[config.mk]
export PLATFORM = sky130hd
export DESIGN_NAME = adc_sample_sequencer_flat
export DESIGN_NICKNAME = d
export VERILOG_FILES = /design/src/rtl/adc_sample_sequencer_if.sv /design/src/rtl/adc_sample_sequencer.sv /design/src/flat_wrapper.sv
export SDC_FILE = /design/constraint.sdc
export NUM_CORES = 1
export LEC_CHECK = 0
export ABC_AREA = 1
export CORE_MARGIN = 2
export CORE_UTILIZATION = 30
export CTS_CLUSTER_SIZE = 30
export DETAILED_ROUTE_END_ITERATION = 8
export GPL_TIMING_DRIVEN = 0
export SLEW_MARGIN = 20
export SYNTH_ARGS = -nofsm -noshare
export SYNTH_HDL_FRONTEND = slang
export SYNTH_SLANG_ARGS = --single-unit
[constraint.sdc]
create_clock -name clk -period 2 [get_ports clk]
set_clock_uncertainty 0.2 [all_clocks]
set_input_delay 0.4 -clock clk [delete_from_list [all_inputs] [get_ports clk]]
set_output_delay 0.4 -clock clk [all_outputs]
set_load 0.005 [all_outputs]
[src/rtl/adc_sample_sequencer_if.sv]
// adc_sample_sequencer_if
// Groups the sequencer's control, ADC-side and result signals.
//   enable        : run/stop request (1 = sequencing active)
//   latch         : conversion start strobe to the ADC front-end
//   value[11:0]   : conversion result from the ADC front-end
//   raw_sample    : last captured single sample
//   sample_valid  : one-cycle pulse when raw_sample updates
//   avg           : block average of the last 2^LOG2_N samples
//   avg_valid     : one-cycle pulse when avg updates
//   overrun       : sticky, a period tick arrived while a conversion was busy
//   fsm_state     : debug view of the sequencer state (IDLE=0, TRIG=1, WAIT=2, CAPTURE=3)
// Handshake: there is no back-pressure. sample_valid and avg_valid are
// single-cycle strobes; the matching data is stable in the same cycle and
// holds until the next strobe. enable is a level, sampled on every rising edge.
interface adc_sample_sequencer_if;
  logic        enable;
  logic        latch;
  logic [11:0] value;
  logic [11:0] raw_sample;
  logic        sample_valid;
  logic [11:0] avg;
  logic        avg_valid;
  logic        overrun;
  logic [1:0]  fsm_state;

  // master: the environment (controller + ADC front-end)
  modport master (
    output enable, value,
    input  latch, raw_sample, sample_valid, avg, avg_valid, overrun, fsm_state
  );

  // slave: the sequencer itself
  modport slave (
    input  enable, value,
    output latch, raw_sample, sample_valid, avg, avg_valid, overrun, fsm_state
  );
endinterface

[src/rtl/adc_sample_sequencer.sv]
// adc_sample_sequencer
// Strobes the MCP3201 front-end latch once every CLK_DIV cycles, captures the
// 12-bit result CONV_CYCLES after latch falls, and block-averages 2^LOG2_N
// samples into a decimated result.
// Ports:
//   clk    : system clock, rising edge
//   rst_n  : asynchronous active-low reset
//   bus    : adc_sample_sequencer_if.slave (enable, latch, value, raw_sample,
//            sample_valid, avg, avg_valid, overrun, fsm_state)
// Timing, counting the edge where latch rises as edge 0:
//   latch high after edges 0 .. LATCH_LEN-1, low from edge LATCH_LEN
//   capture (sample_valid) at edge LATCH_LEN + CONV_CYCLES
//   avg_valid one edge after the sample_valid of every 2^LOG2_N-th sample
// CONV_CYCLES must be >= 2 and LATCH_LEN >= 1.
module adc_sample_sequencer #(
  parameter int CLK_DIV     = 5000,
  parameter int LATCH_LEN   = 25,
  parameter int CONV_CYCLES = 800,
  parameter int LOG2_N      = 4
) (
  input  logic                   clk,
  input  logic                   rst_n,
  adc_sample_sequencer_if.slave  bus
);

  localparam int PC_W   = (CLK_DIV > 1) ? $clog2(CLK_DIV) : 1;
  localparam int SC_MAX = (LATCH_LEN > CONV_CYCLES) ? LATCH_LEN : CONV_CYCLES;
  localparam int SC_W   = $clog2(SC_MAX + 1);
  localparam int ACC_W  = 12 + LOG2_N;

  typedef enum logic [1:0] {IDLE = 2'd0, TRIG = 2'd1, WAIT = 2'd2, CAPTURE = 2'd3} state_t;

  state_t            state, state_d;
  logic [SC_W-1:0]   sc, sc_d;
  logic              latch_q, latch_d;
  logic              do_capture;
  logic              tick;
  logic [PC_W-1:0]   pc;
  logic [ACC_W-1:0]  acc;
  logic [LOG2_N-1:0] cnt;
  logic              avg_pending;
  logic [11:0]       raw_q;
  logic [11:0]       avg_q;
  logic              sample_valid_q;
  logic              avg_valid_q;
  logic              overrun_q;

  // Period tick: count 0 of the enabled period counter. The counter sits at 0
  // while disabled, so the first enabled edge is a tick.
  assign tick = bus.enable && (pc == '0);

  always_ff @(posedge clk or negedge rst_n) begin
    if (!rst_n) begin
      pc <= '0;
    end else if (!bus.enable) begin
      pc <= '0;
    end else if (pc == PC_W'(CLK_DIV - 1)) begin
      pc <= '0;
    end else begin
      pc <= pc + PC_W'(1);
    end
  end

  // FSM state register
  always_ff @(posedge clk or negedge rst_n) begin
    if (!rst_n) begin
      state   <= IDLE;
      sc      <= '0;
      latch_q <= 1'b0;
    end else begin
      state   <= state_d;
      sc      <= sc_d;
      latch_q <= latch_d;
    end
  end

  // FSM next state. WAIT leaves one cycle early so that the CAPTURE cycle
  // completes exactly CONV_CYCLES edges after latch falls.
  always_comb begin
    state_d    = state;
    sc_d       = sc + SC_W'(1);
    latch_d    = latch_q;
    do_capture = 1'b0;
    if (!bus.enable) begin
      state_d = IDLE;
      sc_d    = '0;
      latch_d = 1'b0;
    end else begin
      case (state)
        IDLE: begin
          sc_d = '0;
          if (tick) begin
            state_d = TRIG;
            latch_d = 1'b1;
          end
        end
        TRIG: begin
          if (sc == SC_W'(LATCH_LEN - 1)) begin
            state_d = WAIT;
            sc_d    = '0;
            latch_d = 1'b0;
          end
        end
        WAIT: begin
          if (sc == SC_W'(CONV_CYCLES - 2)) begin
            state_d = CAPTURE;
            sc_d    = '0;
          end
        end
        CAPTURE: begin
          do_capture = 1'b1;
          state_d    = IDLE;
          sc_d       = '0;
        end
        default: begin
          state_d = IDLE;
          sc_d    = '0;
          latch_d = 1'b0;
        end
      endcase
    end
  end

  // Sample capture, accumulation and decimation
  always_ff @(posedge clk or negedge rst_n) begin
    if (!rst_n) begin
      raw_q          <= '0;
      avg_q          <= '0;
      sample_valid_q <= 1'b0;
      avg_valid_q    <= 1'b0;
      overrun_q      <= 1'b0;
      acc            <= '0;
      cnt            <= '0;
      avg_pending    <= 1'b0;
    end else if (!bus.enable) begin
      // Abort: drop any conversion or average in flight, keep published data.
      sample_valid_q <= 1'b0;
      avg_valid_q    <= 1'b0;
      overrun_q      <= 1'b0;
      acc            <= '0;
      cnt            <= '0;
      avg_pending    <= 1'b0;
    end else begin
      sample_valid_q <= do_capture;
      avg_valid_q    <= avg_pending;
      avg_pending    <= 1'b0;
      if (tick && (state != IDLE)) begin
        overrun_q <= 1'b1;
      end
      if (do_capture) begin
        raw_q <= bus.value;
        acc   <= acc + {{LOG2_N{1'b0}}, bus.value};
        cnt   <= cnt + LOG2_N'(1);
        // cnt at all-ones means this is the last sample of the block
        if (cnt == '1) begin
          avg_pending <= 1'b1;
        end
      end
      // acc already holds the last sample of the block here
      if (avg_pending) begin
        avg_q <= acc[ACC_W-1:LOG2_N];
        acc   <= '0;
      end
    end
  end

  assign bus.latch        = latch_q;
  assign bus.raw_sample   = raw_q;
  assign bus.sample_valid = sample_valid_q;
  assign bus.avg          = avg_q;
  assign bus.avg_valid    = avg_valid_q;
  assign bus.overrun      = overrun_q;
  assign bus.fsm_state    = state;

endmodule

[src/flat_wrapper.sv]
// flat-port wrapper written by rule: the top's interface ports become plain ports
module adc_sample_sequencer_flat 
#(
  parameter int CLK_DIV     = 5000,
  parameter int LATCH_LEN   = 25,
  parameter int CONV_CYCLES = 800,
  parameter int LOG2_N      = 4
)
  (clk, rst_n, bus_enable, bus_value, bus_latch, bus_raw_sample, bus_sample_valid, bus_avg, bus_avg_valid, bus_overrun, bus_fsm_state);
  adc_sample_sequencer_if bus_i ();
  input  logic clk;
  input  logic rst_n;
  input wire logic [$bits(bus_i.enable)-1:0] bus_enable;
  input wire logic [$bits(bus_i.value)-1:0] bus_value;
  output wire logic [$bits(bus_i.latch)-1:0] bus_latch;
  output wire logic [$bits(bus_i.raw_sample)-1:0] bus_raw_sample;
  output wire logic [$bits(bus_i.sample_valid)-1:0] bus_sample_valid;
  output wire logic [$bits(bus_i.avg)-1:0] bus_avg;
  output wire logic [$bits(bus_i.avg_valid)-1:0] bus_avg_valid;
  output wire logic [$bits(bus_i.overrun)-1:0] bus_overrun;
  output wire logic [$bits(bus_i.fsm_state)-1:0] bus_fsm_state;
  assign bus_i.enable = bus_enable;
  assign bus_i.value = bus_value;
  assign bus_latch = bus_i.latch;
  assign bus_raw_sample = bus_i.raw_sample;
  assign bus_sample_valid = bus_i.sample_valid;
  assign bus_avg = bus_i.avg;
  assign bus_avg_valid = bus_i.avg_valid;
  assign bus_overrun = bus_i.overrun;
  assign bus_fsm_state = bus_i.fsm_state;
  adc_sample_sequencer #(.CLK_DIV(CLK_DIV), .LATCH_LEN(LATCH_LEN), .CONV_CYCLES(CONV_CYCLES), .LOG2_N(LOG2_N)) u_core (.clk(clk), .rst_n(rst_n), .bus(bus_i));
endmodule
Figure 1. The metal 3 layer.
The bar under the picture is 20 um long.
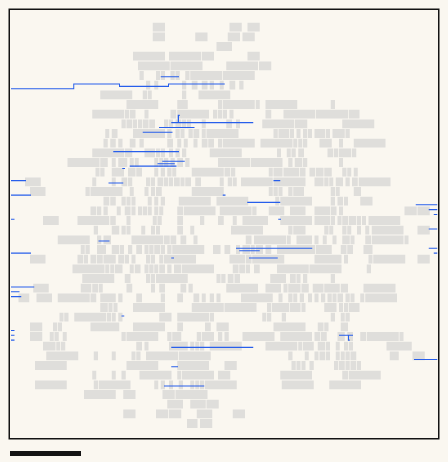
nets with wire on the layer	31
share of all routed wire	3.1%
main direction	horizontal
longest straight run	22.8 um
wire length on this layer	293 um

Figure 2. Close-up of the layout.
The bar under the picture is 10 um long. Region (70, 10) to (110, 50) um. Cells in gray, sequential cells in the stronger gray; small squares are vias.
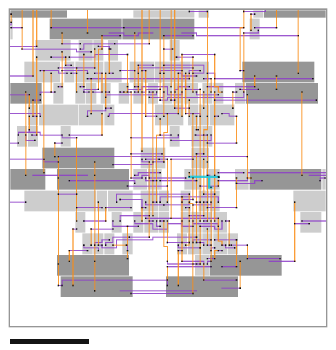
color	layer
purple	metal 1
orange	metal 2
cyan	metal 3
sequential cells in the window	11
netlist names of flops here include	u_core.pc (11)
most frequent	nor2_1 (20), nand2_1 (15), dfrtp_1 (11)
cells with their middle in the window	88

Figure 3. Gate-type map.
The bar under the picture is 20 um long.
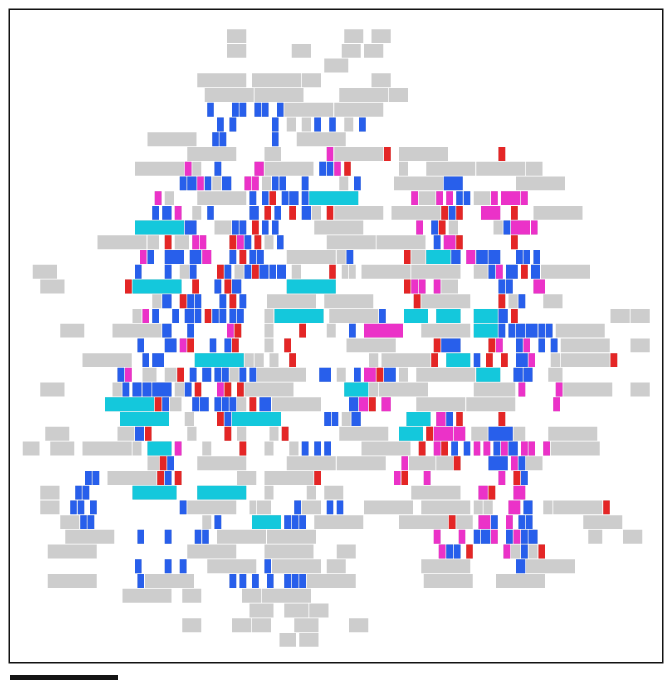
color	family	cells	most used
blue	NAND gates	206	nand2_1
red	inverters	75	inv_1
magenta	NOR gates	73	nor2_1
cyan	adder and majority cells	23	ha_1
Commonest Layout Cell: nand2_1
post-route insts no fill: 764
Comb/total area: 0.3924

Figure 4. The metal 1 layer.
The bar under the picture is 20 um long. Supply wires on this layer in gray.
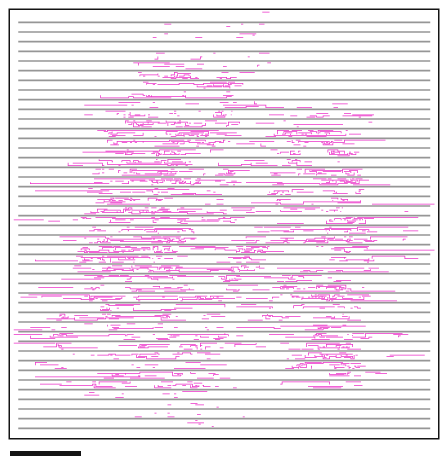
wire length on this layer	4,280 um
main direction	horizontal

Figure 5. Congestion heat map.
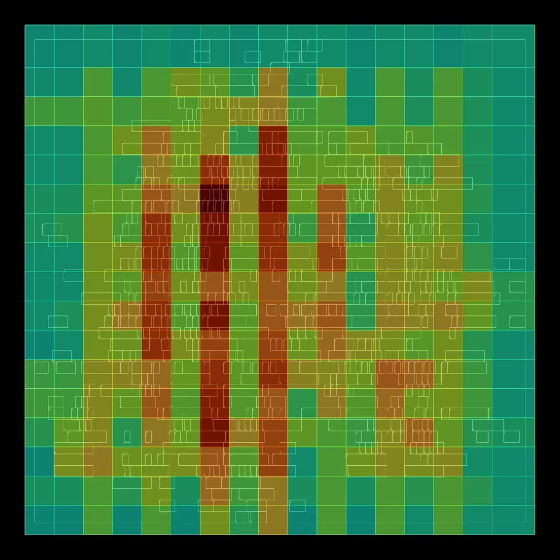
Final Core Density: 0.3954
global routing usage on met1: 0.1737

==> results_slide.txt <==
Physical Implementation Snapshot

Status
  • Status: finished, final reports clean

STA
  • Final Hold Slack: 0.1872 ns
  • Least-Margin Pin Slew: 0.4395 ns
  • Period utilisation layout: 0.9636
  • Slew headroom: 0.7070
  • Final Max-Slew Violation Tally: 0
  • Setup tns final: 0 ns
  • Hold Violations, Final: 0
  • Highest Clock Rate: 0.5189 GHz
  • Final Critical Period: 1.927 ns
  • Setup Viol. Count Final: 0
  • Final WS setup: 0.07273 ns

GRT
  • GR peak layer: met2
  • Number of global-route vias before repair: 3,498
  • Initial antenna violation count: 0
  • Largest net degree at the start of global routing: 45
  • Met2 Resource Use GR: 0.2401
  • GRT Residual Overflow: 0
  • Grt met3 use: 0.02783
  • First-pass GRT wire length: 16,190 um
  • GRT Total Usage: 0.1400

Floorplan
  • # rows: 42
  • Core area: 13,240 um2
  • # IOs: 45
  • Die Area: 14,500 um2
  • Die width: 120.4 um
  • Fp util: 0.3071
  • Die height: 120.4 um

Clock network
  • Root Buffer Master: clkbuf_16
  • CTS sink count: 74
  • Worst skew pair latency: 0.34 ns
  • H-Tree Depth: 3
  • Post-CTS Hold Buffers: 1
  • Post-CTS sizing: 8
  • CTS Buf Count: 9
  • Post-CTS Setup Bufs: 0
  • Clock-pin slew on the worst setup and hold paths: 0.07 ns
  • CTS tree: yes
  • CTS Buffer Depth: 2

Place
  • Final estimated routing congestion in global placement: 0.9116
  • Post-DP HPWL: 7173 um
  • Setup WS pre-CTS: -0.6066 ns
  • Post-DP Area: 4735 um2
  • Placed insts: 745
  • PortBufs: 43

Power
  • Design Power: 4.711 mW
  • Switching Fraction: 0.3034
  • Clk pwr share: 0.352
  • Logic pwr share: 0.254
  • Peak VDD IR: 391.9 uV
  • Reg power frac: 0.393
  • Power Density: 899.7 nW/um2
  • Int Power: 3.282 mW
  • Net load switching power: 1.429 mW
  • Pleak: 2.586 nW

Final layout
  • Layout cells sized above 1: 0.1122
  • Final Instance Area: 5236 um2
  • Number of diodes: 0
  • Fin nets: 621
  • Synthesis-to-layout area growth: 28.77%
  • # fillers: 1,361
  • Most numerous logic cells after layout: nand2_1 (158), dfrtp_1 (74), inv_1 (68)

Critical path
  • Maximum fanout along the worst path: 6
  • Crit path DRT: 1.40 ns
  • Critical Path Max Stage Delay: 0.54 ns
  • Delay-heaviest family, CP: buffers and inverters
  • Reg-to-reg setup timing slack: 0.11 ns
  • Crit Path Category: flop to primary output
  • Cells along the critical path: clkdlybuf4s50_1
  • CP startpoint kind: flop
  • Critical path startpoint: u_core.bus.fsm_state[0]
  • Reg-to-reg critical path endpoint: u_core.acc[10]
  • FF-to-FF Start: u_core.acc[0]
  • WP buf/inv: 1
  • Crit path DAT: 1.33 ns
  • Critical path capture point type: primary output
  • Crit path max-delay cell type: clkdlybuf4s50_1
  • R2R depth: 11

Logic synthesis
  • Top cells by area: dfrtp_1 (46%), nand2_1 (15%), ha_1 (6.8%)
  • EDFF count, synth: 0
  • Gate count of the mapped netlist: 525
  • Most frequent cell after synthesis: nand2_1
  • Top non-seq family: simple AND/OR/NAND/NOR gates
  • Adder Share, Synth: 0.07262
  • Multiplexer share: 0
  • Number of cells in Yosys stat: 525
  • Area share, top type: 0.4554
  • Asr flop ratio synth: 1.000
  • Ao+oa area frac: 0.07569
  • Ys flops: 74
  • Yosys cell types: 33
  • Avg Cell Area, Syn: 7.746 um2
  • Synth top cells by count: nand2_1 (162), dfrtp_1 (74), inv_1 (71), nor2_1 (54), nand3_1 (32)
  • Post-Syn Area: 4066 um2
  • Yosys synthesis chip area: 4066 um2
  • Post-synth seq share: 0.4554
  • Synthesized Nets: 563
  • Cell type with the largest total area: dfrtp_1
  • XORs/XNORs by Area: 0.01938
  • Basic Gates by Area: 0.3006
  • Yosys warns: 0
  • Synth Flop Type: dfrtp_1

Route
  • Vias per cell: 4.582
  • Post-route ant nets: 0
  • Metal2 WL: 4783 um
  • Drt total wl: 9526 um
  • Routed len/inst: 12.47 um
  • M1 WL: 4277 um
  • Routed via count: 3,501
  • DRC: 0
  • DRT Pass-1 Iters: 4
  • Top routing layer in use: met4
  • Starting DRT DRC Count: 218
  • Routed length on met3: 292 um

Worst hold path
  • WHS Endpoint: u_core.bus.raw_sample[2]
  • Hold path start: bus_value[2]
  • HP Class: input pin to flop
  • Hold Crit Depth: 3

Job
  • Number of logged tool warnings: 32
  • Number of max-cap violations: 0
sequential cells by signal, summed over array words and instances, names as in the netlist, 2 cells and up:
register               cells
u_core.sc                 10
u_core.pc                 13
u_core.bus.fsm_state       2
u_core.cnt                 4
u_core.bus.avg            12
u_core.acc                16
u_core.bus.raw_sample     12
worst max-delay path by stage:
stage	to	cells past startpoint	slack, ns
2_1_floorplan	u_core.acc[12]	11	0.15
3_3_place_gp	u_core.acc[12]	1	-2.29
3_5_place_dp	u_core.acc[10]	12	-0.61
4_1_cts	u_core.acc[11]	9	0.02
5_1_grt	u_core.acc[14]	11	-0.04
6_report	bus_fsm_state[0]	1	0.07
layout make-up:
class                           count  area [um2]  share of cell area
Inverter                           75       281.5             0.05376
Tap cell                          176       220.2             0.04205
Clock buffer                       10       239.0             0.04564
Sequential cell                    74        1852              0.3536
Timing Repair Buffer               47       495.5             0.09462
Clock inverter                      6       65.06             0.01243
Multi-Input combinational cell    370        2054              0.3924
Buffer                              6       28.78            0.005496
cells by family (layout without fill, tap and decap cells):
| family | after synthesis | in the layout |
|---|---|---|
| and+or+nand+nor | 282 | 282 |
| buffers and inverters | 81 | 144 |
| adders and majority gates | 23 | 23 |
| DFF | 74 | 74 |
| xor gates and xnor gates | 9 | 9 |
| AOI/OAI and AO/OA | 56 | 56 |
power by group through the flow:
stage / Combinational (mW) / Clock, mW / Sequential, mW
6_report: 1.20 / 1.66 / 1.85
5_1_grt: 1.37 / 1.77 / 1.88
4_1_cts: 1.16 / 1.71 / 1.84
3_5_place_dp: 1.15 / 0 / 1.87
3_3_place_gp: 1.12 / 0 / 1.86
2_1_floorplan: 0.609 / 0 / 1.85
Power figures rest on the tool's default switching activity, not on a simulated workload.
